==> run_1/density.png <==
Drawn at 2 px/um. The die is cut into 14 by 14 equal tiles; dark blue is low, red is high, 0 to 100% covered.
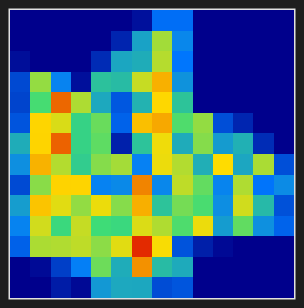
==> run_1/port_nets.png <==
Drawn at 2 px/um.
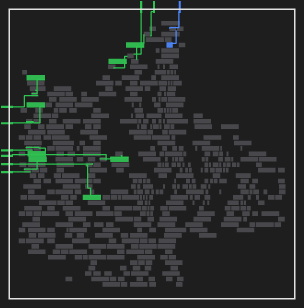
==> run_1/final_placement.png <==
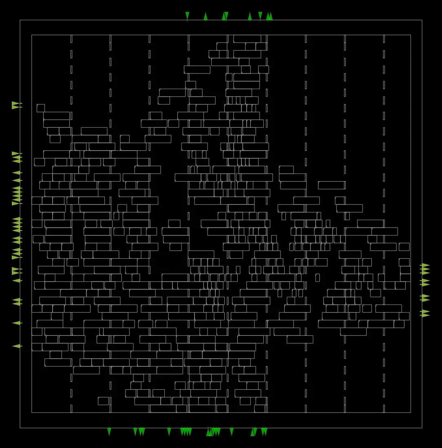
**src/rtl/ft245_cmd_rx_pkg.sv**
```systemverilog
// FT245 command receiver shared types: PHY/parser states and the byte bundle.
// CMD_RX_CHECKSUM_EN adds a trailing XOR checksum byte to each packet.
package ft245_cmd_rx_pkg;

  localparam logic [7:0] SYNC_BYTE_DEF = 8'hA5;

`ifdef CMD_RX_CHECKSUM_EN
  localparam int PKT_LEN = 7;
`else
  localparam int PKT_LEN = 6;
`endif

  typedef enum logic [1:0] {
    PHY_IDLE,
    PHY_STROBE,
    PHY_PRECH
  } phy_state_t;

  typedef enum logic [2:0] {
    P_HUNT,
    P_ADDR,
    P_D3,
    P_D2,
    P_D1,
    P_D0,
    P_CSUM,
    P_HOLD
  } prs_state_t;

  typedef struct packed {
    logic       vld;
    logic [7:0] data;
  } rx_byte_t;

  function automatic logic [7:0] sat_inc(
    input logic [7:0] v
  );
    return (v == 8'hFF) ? v : v + 8'd1;
  endfunction

endpackage

```
**src/rtl/ft245_rd_phy.sv**
```systemverilog
// FT245 read PHY: RXF# synchronizer, RD# strobe/precharge timing,
// and a one-cycle byte strobe as RD# rises.
module ft245_rd_phy
  import ft245_cmd_rx_pkg::*;
#(
  parameter int RD_PULSE_CYC     = 4,
  parameter int RD_PRECHARGE_CYC = 2
) (
  input  logic       clk,
  input  logic       rst_n,
  input  logic       rxf_n,
  input  logic [7:0] data_in,
  input  logic       bus_gnt,
  input  logic       accept,
  output logic       rd_n,
  output logic       busy,
  output rx_byte_t   rx_byte
);

  localparam logic [7:0] PULSE_LAST = 8'(RD_PULSE_CYC - 1);
  localparam logic [7:0] PRE_LAST   = 8'(RD_PRECHARGE_CYC - 1);

  phy_state_t state, state_nxt;
  logic [7:0] cnt, cnt_nxt;
  logic       rxf_s1, rxf_s2;
  logic       last;

  always_comb begin
    state_nxt = state;
    cnt_nxt   = cnt + 8'd1;
    last      = 1'b0;
    unique case (state)
      PHY_IDLE: begin
        cnt_nxt = '0;
        if (!rxf_s2 && bus_gnt && accept)
          state_nxt = PHY_STROBE;
      end
      PHY_STROBE: begin
        if (cnt == PULSE_LAST) begin
          state_nxt = PHY_PRECH;
          cnt_nxt   = '0;
          last      = 1'b1;
        end
      end
      PHY_PRECH: begin
        if (cnt == PRE_LAST) begin
          state_nxt = PHY_IDLE;
          cnt_nxt   = '0;
        end
      end
      default: begin
        state_nxt = PHY_IDLE;
        cnt_nxt   = '0;
      end
    endcase
  end

  // RD#/busy are registered from the next state so the pins never glitch
  always_ff @(posedge clk or negedge rst_n) begin
    if (!rst_n) begin
      rxf_s1       <= 1'b1;
      rxf_s2       <= 1'b1;
      state        <= PHY_IDLE;
      cnt          <= '0;
      rd_n         <= 1'b1;
      busy         <= 1'b0;
      rx_byte.vld  <= 1'b0;
      rx_byte.data <= '0;
    end else begin
      rxf_s1      <= rxf_n;
      rxf_s2      <= rxf_s1;
      state       <= state_nxt;
      cnt         <= cnt_nxt;
      rd_n        <= (state_nxt != PHY_STROBE);
      busy        <= (state_nxt != PHY_IDLE);
      rx_byte.vld <= last;
      if (last)
        rx_byte.data <= data_in;
    end
  end

endmodule

```
**src/rtl/ft245_cmd_rx.sv**
```systemverilog
// FT245 host command receiver: frames RD bytes into (addr, data) writes.
// Define CMD_RX_CHECKSUM_EN to require and verify a trailing XOR checksum.
module ft245_cmd_rx
  import ft245_cmd_rx_pkg::*;
#(
  parameter logic [7:0] SYNC_BYTE        = SYNC_BYTE_DEF,
  parameter int         RD_PULSE_CYC     = 4,
  parameter int         RD_PRECHARGE_CYC = 2,
  parameter int         TIMEOUT_CYC      = 80000
) (
  input  logic        CLK,
  input  logic        RST,
  input  logic        RXF,
  input  logic [7:0]  DATA_IN,
  output logic        RD,
  input  logic        BUS_GNT,
  output logic        BUS_BUSY,
  output logic        CMD_VALID,
  input  logic        CMD_READY,
  output logic [7:0]  CMD_ADDR,
  output logic [31:0] CMD_DATA,
  output logic [7:0]  ERR_CNT
);

  localparam int            TW      = $clog2(TIMEOUT_CYC + 1);
  localparam logic [TW-1:0] TO_LAST = TW'(TIMEOUT_CYC - 1);

  rx_byte_t      rx;
  prs_state_t    st, st_nxt;
  logic [7:0]    addr_q;
  logic [31:8]   data_hi;
  logic [TW-1:0] to_cnt;
  logic          in_pkt;
  logic          to_hit;
  logic          err_inc;
  logic          load_cmd;
  logic          accept;
`ifdef CMD_RX_CHECKSUM_EN
  logic [7:0]    data_lo;
  logic [7:0]    csum_q;
`endif

  assign accept = (st != P_HOLD);
  assign in_pkt = (st != P_HUNT) && (st != P_HOLD);
  assign to_hit = in_pkt && !rx.vld && (to_cnt == TO_LAST);

  ft245_rd_phy #(
    .RD_PULSE_CYC    (RD_PULSE_CYC),
    .RD_PRECHARGE_CYC(RD_PRECHARGE_CYC)
  ) u_phy (
    .clk    (CLK),
    .rst_n  (RST),
    .rxf_n  (RXF),
    .data_in(DATA_IN),
    .bus_gnt(BUS_GNT),
    .accept (accept),
    .rd_n   (RD),
    .busy   (BUS_BUSY),
    .rx_byte(rx)
  );

  always_comb begin
    st_nxt   = st;
    err_inc  = 1'b0;
    load_cmd = 1'b0;
    unique case (st)
      P_HUNT: if (rx.vld && rx.data == SYNC_BYTE) st_nxt = P_ADDR;
      P_ADDR: if (rx.vld) st_nxt = P_D3;
      P_D3:   if (rx.vld) st_nxt = P_D2;
      P_D2:   if (rx.vld) st_nxt = P_D1;
      P_D1:   if (rx.vld) st_nxt = P_D0;
      P_D0: begin
        if (rx.vld) begin
`ifdef CMD_RX_CHECKSUM_EN
          st_nxt = P_CSUM;
`else
          st_nxt   = P_HOLD;
          load_cmd = 1'b1;
`endif
        end
      end
`ifdef CMD_RX_CHECKSUM_EN
      P_CSUM: begin
        if (rx.vld) begin
          if (rx.data == csum_q) begin
            st_nxt   = P_HOLD;
            load_cmd = 1'b1;
          end else begin
            st_nxt  = P_HUNT;
            err_inc = 1'b1;
          end
        end
      end
`endif
      P_HOLD: if (CMD_READY) st_nxt = P_HUNT;
      default: st_nxt = P_HUNT;
    endcase
    // a stalled host abandons the partial packet
    if (to_hit) begin
      st_nxt  = P_HUNT;
      err_inc = 1'b1;
    end
  end

  always_ff @(posedge CLK or negedge RST) begin
    if (!RST) begin
      st        <= P_HUNT;
      to_cnt    <= '0;
      addr_q    <= '0;
      data_hi   <= '0;
      CMD_VALID <= 1'b0;
      CMD_ADDR  <= '0;
      CMD_DATA  <= '0;
      ERR_CNT   <= '0;
    end else begin
      st        <= st_nxt;
      CMD_VALID <= (st_nxt == P_HOLD);
      if (!in_pkt || rx.vld)
        to_cnt <= '0;
      else
        to_cnt <= to_cnt + 1'b1;
      if (rx.vld) begin
        if (st == P_ADDR) addr_q          <= rx.data;
        if (st == P_D3)   data_hi[31:24]  <= rx.data;
        if (st == P_D2)   data_hi[23:16]  <= rx.data;
        if (st == P_D1)   data_hi[15:8]   <= rx.data;
      end
      if (load_cmd) begin
        CMD_ADDR <= addr_q;
`ifdef CMD_RX_CHECKSUM_EN
        CMD_DATA <= {data_hi, data_lo};
`else
        CMD_DATA <= {data_hi, rx.data};
`endif
      end
      if (err_inc)
        ERR_CNT <= sat_inc(ERR_CNT);
    end
  end

`ifdef CMD_RX_CHECKSUM_EN
  always_ff @(posedge CLK or negedge RST) begin
    if (!RST) begin
      data_lo <= '0;
      csum_q  <= '0;
    end else if (rx.vld) begin
      if (st == P_D0)
        data_lo <= rx.data;
      if (st == P_ADDR)
        csum_q <= rx.data;
      else if (st == P_D3 || st == P_D2 || st == P_D1 || st == P_D0)
        csum_q <= csum_q ^ rx.data;
    end
  end
`endif

endmodule

```
**config.mk**
```make
export PLATFORM = sky130hd
export DESIGN_NAME = ft245_cmd_rx
export DESIGN_NICKNAME = d
export VERILOG_FILES = /design/src/rtl/ft245_cmd_rx_pkg.sv /design/src/rtl/ft245_rd_phy.sv /design/src/rtl/ft245_cmd_rx.sv
export SDC_FILE = /design/constraint.sdc
export NUM_CORES = 1
export LEC_CHECK = 0
export CAP_MARGIN = 20
export CORE_AREA = 4 4 138 140
export CTS_BUF_LIST = sky130_fd_sc_hd__clkbuf_8 sky130_fd_sc_hd__clkbuf_16
export CTS_CLUSTER_SIZE = 30
export DETAILED_ROUTE_END_ITERATION = 7
export DIE_AREA = 0 0 142 144
export GPL_ROUTABILITY_DRIVEN = 0
export HOLD_SLACK_MARGIN = 0.05
export SLEW_MARGIN = 15
export SYNTH_ARGS = -nofsm -noshare
export SYNTH_HDL_FRONTEND = slang
export SYNTH_HIERARCHICAL = 1
export SYNTH_SLANG_ARGS = --single-unit
```
**constraint.sdc**
```tcl
create_clock -name CLK -period 4.9 [get_ports CLK]
set_input_delay 0.98 -clock CLK [delete_from_list [all_inputs] [get_ports CLK]]
set_output_delay 0.98 -clock CLK [all_outputs]
set_load 0.005 [all_outputs]
```
==> CHANGELOG.md, run 1 <==
### Physical design

* # DRC at 0
* Clk sinks at 124
* Clk pin slew, worst setup/hold paths at ~0.05 ns
* Detailed Routing Iterations Pass 1 at 4
* Chip area in the Yosys report at approximately 5300 um^2
* Clk buf depth at 2
* Final Max Tran Viols at 0
* MUX share of area at 17.61%
* Max-slew headroom at between 30% and 40%
* CP max stage delay at 0.51 ns
* Seq share, synth at between 50% and 60%
* Final min period at 2.390 ns
* Run status: finished clean
* Flops out of synthesis at 124
* Fmax at ~420 MHz
* CP max FO at 1
* Yosys simple share at 12.30%
* First-pass GRT wire length at 18,510 um
* Power Dens Cells at between 400 and 500 nW/um^2
* Detail Route Antenna Nets at 0
* Final worst path period share at between 40% and 50%
* Die Wd at between 100 and 150 um
* Vias in the first global route at 3,587
* CP bufs+invs at 1
* Aoi/oai-family share of the synthesized area at 4.131%
* Number of setup buffers added after CTS at 0
* Crit-path leading delay family: flip-flops
* Distinct cells, synth at 49
* Cells after Synth at 394
* Tool warnings at 30
* Share of layout cells above drive strength 1 at 28.51%
* Avg Cell Area, Syn at 13.45 um^2
* Number of synthesis warnings at 6
* Fin nets at approximately 490
* Post-synth ARST share at 100.0%
* Arrival @ worst endpoint at 1.41 ns
* Actual slew at the worst max-slew pin at 0.9999 ns
* Area growth syn-to-layout at 28.05%
* Post_cts resized at 0
* Clk_skew at 0.008417 ns
* Top non-seq family: multiplexers
* Main flop type: dfrtp_1
* Peak VDD IR at 241.1 uV
* Initial DRC count at 147
* Via count at 3,360
* Adder Share, Synth at 1.889%
Notes on density.png above:
31% of the tiles are nearly empty. The fullest tile reaches 95%. The densest ninth of the die: left middle. The mean over all tiles is 32%.
fin util: 38.04%
Pre-Place Util: 29.71%
CORE AREA: 17,840 um^2

Notes on port_nets.png above:
Key: green = `CMD_ADDR` [bits 8, direction output, edge 6 left, 2 top, end cells 8, buffers 8, wire 311 um]; blue = `BUS_GNT` [bits 1, direction input, edge top, end cells 1, buffers 1, wire 23.3 um]
Port Buffers: 63
I/O pins: 64

Notes on final_placement.png above:
non-filler cells, final: 706
Row Count: 49
Tap Count: 229
flip-flops: 124
Seq area share: 45.78%

[run 1: path summary, 6_finish.rpt]
kind	startpoint	depth (start not counted)	slack [ns]	to
max	u_phy/rd_n	1	2.51	RD
min reg2reg	u_phy/rxf_s1	0	0.36	u_phy/rxf_s2
max reg2reg	st[1]	4	2.53	ERR_CNT[6]
min	u_phy/rxf_s1	0	0.36	u_phy/rxf_s2
min in group asynchronous	RST	1	0.63	CMD_ADDR[3]
max in group asynchronous	RST	2	3.32	to_cnt[4]
[run 1: power by group]
group / leakage, nW / total, W / switching (W) / internal (W)
Clock: 0.290 / 0.00129 / 0.000465 / 0.000828
Combinational: 1.09 / 0.000247 / 0.000127 / 0.000121
Sequential: 1.69 / 0.00122 / 0.000110 / 0.00111
[run 1: Yosys cell counts (all sizes together) (8+ instances only)]
library cell    n  area, um^2
a21oi           8       40.04
inv            10       37.54
o21ai           9       48.80
nand2          13       48.80
xor2           15       131.4
nor2           19       71.32
buf             8       46.29
clkbuf          8       30.03
ha              8       100.1
nand3          13       65.06
mux2           82       923.4
dfrtp         121        3028
[run 1: per-layer routing]
layer,GRT usage [%],vias to the layer above,wire (um)
met1,13.58,1712,4651
met2,19.25,69,5515
li1,-,1563,-
met4,5.000,0,196
met5,0,-,0
met3,4.431,16,625
[run 1: area by class of cell]
cell class / count / area (um^2) / share of cell area, %
inverters: 10 / 37.54 / 0.5531
clock inverters: 13 / 166.4 / 2.452
flip-flops and latches: 124 / 3107 / 45.78
well taps: 229 / 286.5 / 4.222
multi-input cells: 244 / 2081 / 30.66
clock buffers: 19 / 452.9 / 6.674
repair buffers: 67 / 655.6 / 9.661
[run 1: cell families (layout without fill, tap and decap cells)]
kind of cell | after synthesis | count (layout)
mux | 83 | 83
flops | 124 | 124
xor+xnor | 20 | 20
compound gates | 32 | 32
simple gates | 101 | 101
buf+inv | 26 | 109
fa+ha+maj | 8 | 8
[run 1: worst register-to-register path: stages (launching register included)]
cell     delay [ns]
dfrtp_1        0.53
and3_1         0.27
or3_1          0.74
nor3_1         0.36
mux2_1         0.35
[run 1: registers in the layout (all words and copies together) (netlist names), 2 cells and up]
register,cells
ERR_CNT,8
addr_q,8
u_phy/rx_byte,9
u_phy/state,2
st,3
data_hi,24
CMD_DATA,32
CMD_ADDR,8
u_phy/cnt,8
to_cnt,17
[run 1: metrics by stage]
step	cell area (um^2)	power (W)	hold slack (ns)	setup WS (ns)	std cells
floorplan	5300	0.001367	0.3452	2.705	394
global placement	6162	0.001480	0.3478	2.625	673
detailed placement	6167	0.001494	0.3472	2.574	674
CTS	6787	0.002808	0.3551	2.484	706
global route	6787	0.002900	0.3633	2.361	706
finish	6787	0.002764	0.3556	2.510	706
==> run 2, diff against run 1 <==
==> constraint.sdc (replaced) <==
create_clock -name CLK -period 2.3 [get_ports CLK]
set_input_delay 0.46 -clock CLK [delete_from_list [all_inputs] [get_ports CLK]]
set_output_delay 0.46 -clock CLK [all_outputs]
set_load 0.005 [all_outputs]
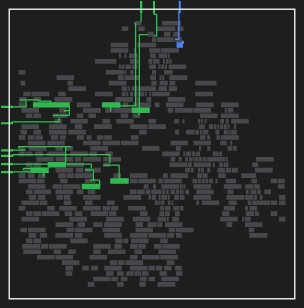
(run_2/port_nets.png)
Drawn at 2 px/um.
Key: green = `CMD_ADDR` [bits 8, direction output, edge 6 left, 2 top, end cells 8, buffers 8, wire 401 um]; blue = `BUS_GNT` [bits 1, direction input, edge top, end cells 1, buffers 1, wire 20.1 um]

==> run 2 against run 1 <==
Effect of this change: count of clock-buffer cells in the layout is 1 higher; worst setup slack worse by 2.5 ns; wire length barely moved; critical endpoint is now ERR_CNT[6]; via count increased by 0.54%.
==> CHANGELOG.md, run 2 <==
### Physical design

* First-pass GRT wire length at 18,690 um (+1.0%)
* # DRC at 0 (unchanged)
* Min-Delay Startpoint: u_phy/rxf_s1
* Top Layer Used: met4
* Vias in the first global route at 3,604 (+0.47%)
* I/O pins at 64 (unchanged)
* Flops out of synthesis at 124 (unchanged)
* Top-count cell post-synth: dfrtp_1
* Number of setup buffers added after CTS at 0 (unchanged)
* Die Wd at 142 um (unchanged)
* Clk sinks at 124 (unchanged)
* Most flop-heavy register: CMD_DATA
* Crit-path leading delay family: simple AND/OR/NAND/NOR gates
* Met1 wire length at 4801 um (+3.2%)
* Max-slew headroom at 63.29% (+31 points)
* Post-synth ARST share at 100.0% (unchanged)
* Arrival @ worst endpoint at 2.55 ns (+1.14 ns)
* Reg-to-reg endpoint: ERR_CNT[6]
* CORE AREA at 17,840 um^2 (unchanged)
* Run status: finished clean
* Worst r2r src: to_cnt[8]
* Top cells by area: dfrtp_1 (57%), mux2_2 (17%), xor2_1 (2.5%), ha_1 (1.9%), dfstp_2 (1.5%)
* Routed wl met2 at 5362 um (-2.8%)
* Clk_skew at 0.01201 ns (+0.003598 ns)
* Fmax at 440.7 MHz
* Max-area cell share at 57.13% (unchanged)
* CP max FO at 8 (+7)
* Final min period at 2.269 ns
* Chip area in the Yosys report at 5300 um^2 (unchanged)
* Distinct cells, synth at 49 (unchanged)
* Avg Cell Area, Syn at 13.45 um^2 (unchanged)
* Post-route cell area at 6863 um^2 (+1.1%)
* Main flop type: dfrtp_1
* Area post-placement at 6250 um^2 (+1.3%)
* Power Dens Cells at 851.6 nW/um^2 (+110%)
* Final worst path period share at 98.66%
* Actual slew at the worst max-slew pin at 0.5506 ns (-0.4493 ns)
* Post_cts resized at 0 (unchanged)
* Worst hold path stage count at 0 (unchanged)
## run 2: cell type report
cell class,count,area [um^2]
tap,229,286.5
clock buffer,20,466.7
multi-input combinational,244,2081
timing repair buffer,77,748.2
clock inverter,12,136.4
sequential,124,3107
fill,1660,10980
inverter,10,37.54
## run 2: worst max path at each step
| stage | from | endpoint | depth (start not counted) | slack, ns |
|---|---|---|---|---|
| after floorplan | to_cnt[8] | ERR_CNT[1] | 5 | 0.10 |
| after global placement | to_cnt[8] | ERR_CNT[1] | 4 | 0.09 |
| after detailed placement | to_cnt[8] | ERR_CNT[6] | 4 | 0.05 |
| after CTS | to_cnt[8] | ERR_CNT[6] | 4 | 0.04 |
| after global routing | to_cnt[8] | ERR_CNT[1] | 4 | 0.004 |
| final | to_cnt[8] | ERR_CNT[6] | 4 | 0.03 |
## run 2: where the power goes
part           leakage, nW  switching (W)  total (W)  internal, W
combinational         1.14       0.000296   0.000574     0.000278
clock                0.295       0.000995    0.00268      0.00169
sequential            1.69       0.000214    0.00259      0.00237
total                 3.12        0.00151    0.00584      0.00434
## run 2: logic make-up after synthesis
| group | synth area share [%] |
|---|---|
| XOR/XNOR | 3.305 |
| AND-OR/OR-AND | 4.131 |
| adder cells (fa/ha/maj) | 1.889 |
| flip-flops | 58.62 |
| multiplexers | 17.61 |
| AND/OR/NAND/NOR | 12.30 |
| buffers and inverters | 2.148 |
## run 2: per-layer routing
metal / vias up / global-route usage, %
met1: 1707 / 14.33
met3: 16 / 4.497
met5: - / 0
li1: 1582 / -
met4: 0 / 5.505
met2: 73 / 18.34
## run 2: worst register-to-register path: cells and delay by family (launching register included)
family | cells | cell delay [ns]
AND/OR/NAND/NOR | 3 | 1.39
flip-flops | 1 | 0.41
multiplexers | 1 | 0.34
## run 2: stage by stage
| step | setup slack, ns | power, W | utilization [%] | cells | hold slack (ns) |
|---|---|---|---|---|---|
| floorplan | 0.1047 | 0.002911 | - | 394 | 0.1644 |
| global placement | 0.08965 | 0.003176 | 35.03 | 683 | 0.3456 |
| detailed placement | 0.05187 | 0.003213 | 35.03 | 683 | 0.3525 |
| CTS | 0.03958 | 0.005940 | 38.47 | 716 | 0.3607 |
| global route | 0.004430 | 0.006131 | 38.47 | 716 | 0.3605 |
| finish | 0.03089 | 0.005844 | 38.47 | 716 | 0.3596 |
==> run 3, diff against run 2 <==
--- a/config.mk
+++ b/config.mk
@@ -13,6 +13,7 @@
 export DIE_AREA = 0 0 142 144
 export GPL_ROUTABILITY_DRIVEN = 0
 export HOLD_SLACK_MARGIN = 0.05
+export PLACE_DENSITY = 0.54
 export SLEW_MARGIN = 15
 export SYNTH_ARGS = -nofsm -noshare
 export SYNTH_HDL_FRONTEND = slang
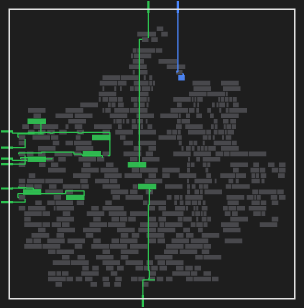
(run_3/port_nets.png)
Drawn at 2 px/um.
Key: green = `CMD_ADDR` [bits 8, direction output, edge 6 left, 1 bottom, 1 top, end cells 8, buffers 8, wire 400 um]; blue = `BUS_GNT` [bits 1, direction input, edge top, end cells 1, buffers 1, wire 33.6 um]

==> run 3 against run 2 <==
Effect of this change: synthesized area unchanged; clock skew down 0.0044 ns; sequential share of layout area down 0.058 points; sequential power about the same; clock power about the same; non-clock buffer count unchanged; synthesized cell count unchanged; die area unchanged; critical endpoint is now ERR_CNT[1]; highest routed layer unchanged.
==> CHANGELOG.md, run 3 <==
### Physical design

* Fmax at 466.2 MHz (+5.8%)
* Final min period at 2.145 ns (-0.1240 ns)
* Top-count cell post-synth: dfrtp_1
* CORE AREA at 17,840 um^2 (unchanged)
* First-pass GRT wire length at 18,580 um (-0.59%)
* Pre-CTS setup slack at 0.04841 ns (-0.003464 ns)
* RSZ-0062 raised after global routing: no
* Actual slew at the worst max-slew pin at 0.5537 ns (+0.003130 ns)
* Max-slew headroom at 63.08% (-0.21 points)
* Clk pwr share at 45.8% (about the same)
* Avg Cell Area, Syn at 13.45 um^2 (unchanged)
* Vias/cell at approximately 4.6
* I/O pins at 64 (unchanged)
* Combinational share of power at 9.6% (-0.2 points)
* Clk sinks at 124 (unchanged)
* Die Wd at 142 um (unchanged)
* Most flop-heavy register: CMD_DATA
* Final worst path period share at 93.27% (-5.4 points)
* Run status: finished clean
* Final setup margin at 0.1548 ns (+0.1240 ns)
* Clk_skew at 0.007618 ns (-0.004396 ns)
* Cell-internal power at 0.004297 W (-0.95%)
* Power Dens Cells at 849.0 nW/um^2 (-0.31%)
* Sequential Power Share at 44.6% (+0.4 points)
* Reg area at 3107 um^2 (unchanged)
* Fill cells at 1,671 (+0.66%)
* Number of setup buffers added after CTS at 0 (unchanged)
* CP max FO at 6 (-2)
* Fin util at 38.52% (+0.049 points)
* Chip area in the Yosys report at 5300 um^2 (unchanged)
* Arrival @ worst endpoint at 2.45 ns (-0.10 ns)
* Flops out of synthesis at 124 (unchanged)
* Max-area cell share at 57.13% (unchanged)
[run 3: cell counts after synthesis]
Identical to the previous run, type by type.
[run 3: timing repair]
action | 4_1_cts | 5_1_grt
endpoints found under the setup margin | 0 | 3
hold buffers | 1 | 0
endpoints found under the hold margin | 16 | 0
resized | 0 | 1
[run 3: worst paths after layout]
kind                         startpoint  cells after the start           end
setup / recovery              to_cnt[8]                      4    ERR_CNT[1]
hold / removal             u_phy/rxf_s1                      0  u_phy/rxf_s2
setup reg to reg              to_cnt[8]                      4    ERR_CNT[1]
hold reg to reg            u_phy/rxf_s1                      0  u_phy/rxf_s2
max in group asynchronous           RST                      3     to_cnt[7]
min in group asynchronous           RST                      2  CMD_DATA[10]
[run 3: per-stage QoR]
| step | hold slack (ns) | area [um^2] | power [W] | std cells |
|---|---|---|---|---|
| finish | 0.3582 | 6872 | 0.005834 | 716 |
| global route | 0.3661 | 6872 | 0.006113 | 716 |
| CTS | 0.3572 | 6867 | 0.005925 | 716 |
| detailed placement | 0.3484 | 6262 | 0.003222 | 683 |
| global placement | 0.3444 | 6262 | 0.003200 | 683 |
| floorplan | 0.1644 | 5300 | 0.002911 | 394 |
[run 3: cell families (layout without fill, tap and decap cells)]
| family | after synthesis | after routing | synth area share (%) |
|---|---|---|---|
| AOI/OAI and AO/OA | 32 | 32 | 4.131 |
| and+or+nand+nor | 101 | 101 | 12.30 |
| muxes | 83 | 83 | 17.61 |
| DFF | 124 | 124 | 58.62 |
| xor gates and xnor gates | 20 | 20 | 3.305 |
| adders and majority gates | 8 | 8 | 1.889 |
| buffers and inverters | 26 | 119 | 2.148 |
[run 3: layer usage]
| metal | global-route usage (%) | vias up | share of wire [%] |
|---|---|---|---|
| met5 | 0 | - | 0 |
| met4 | 4.394 | 0 | 1.3 |
| met3 | 4.497 | 10 | 3.9 |
| met2 | 18.39 | 69 | 48 |
| met1 | 15.03 | 1664 | 47 |
| li1 | - | 1579 | - |
[run 3: power groups by stage]
stage	combinational [W]	clock, W	sequential [W]
finish	0.000562	0.00267	0.00260
global route	0.000633	0.00284	0.00264
CTS	0.000574	0.00274	0.00261
detailed placement	0.000569	0	0.00265
global placement	0.000553	0	0.00265
floorplan	0.000374	0	0.00254
[run 3: critical path, delay by kind of cell, from the launching register on]
kind             cells  cell delay, ns
multiplexers         1            0.35
AND/OR/NAND/NOR      3            1.28
flip-flops           1            0.41
[run 3: area by class of cell]
class,instances,area share (%)
Clock inverter,13,2.058
Inverter,10,0.5462
Multi-Input combinational cell,244,30.35
Timing Repair Buffer,77,11.07
Tap cell,229,4.170
Sequential cell,124,45.21
Clock buffer,19,6.591
Power figures rest on the tool's default switching activity, not on a simulated workload.
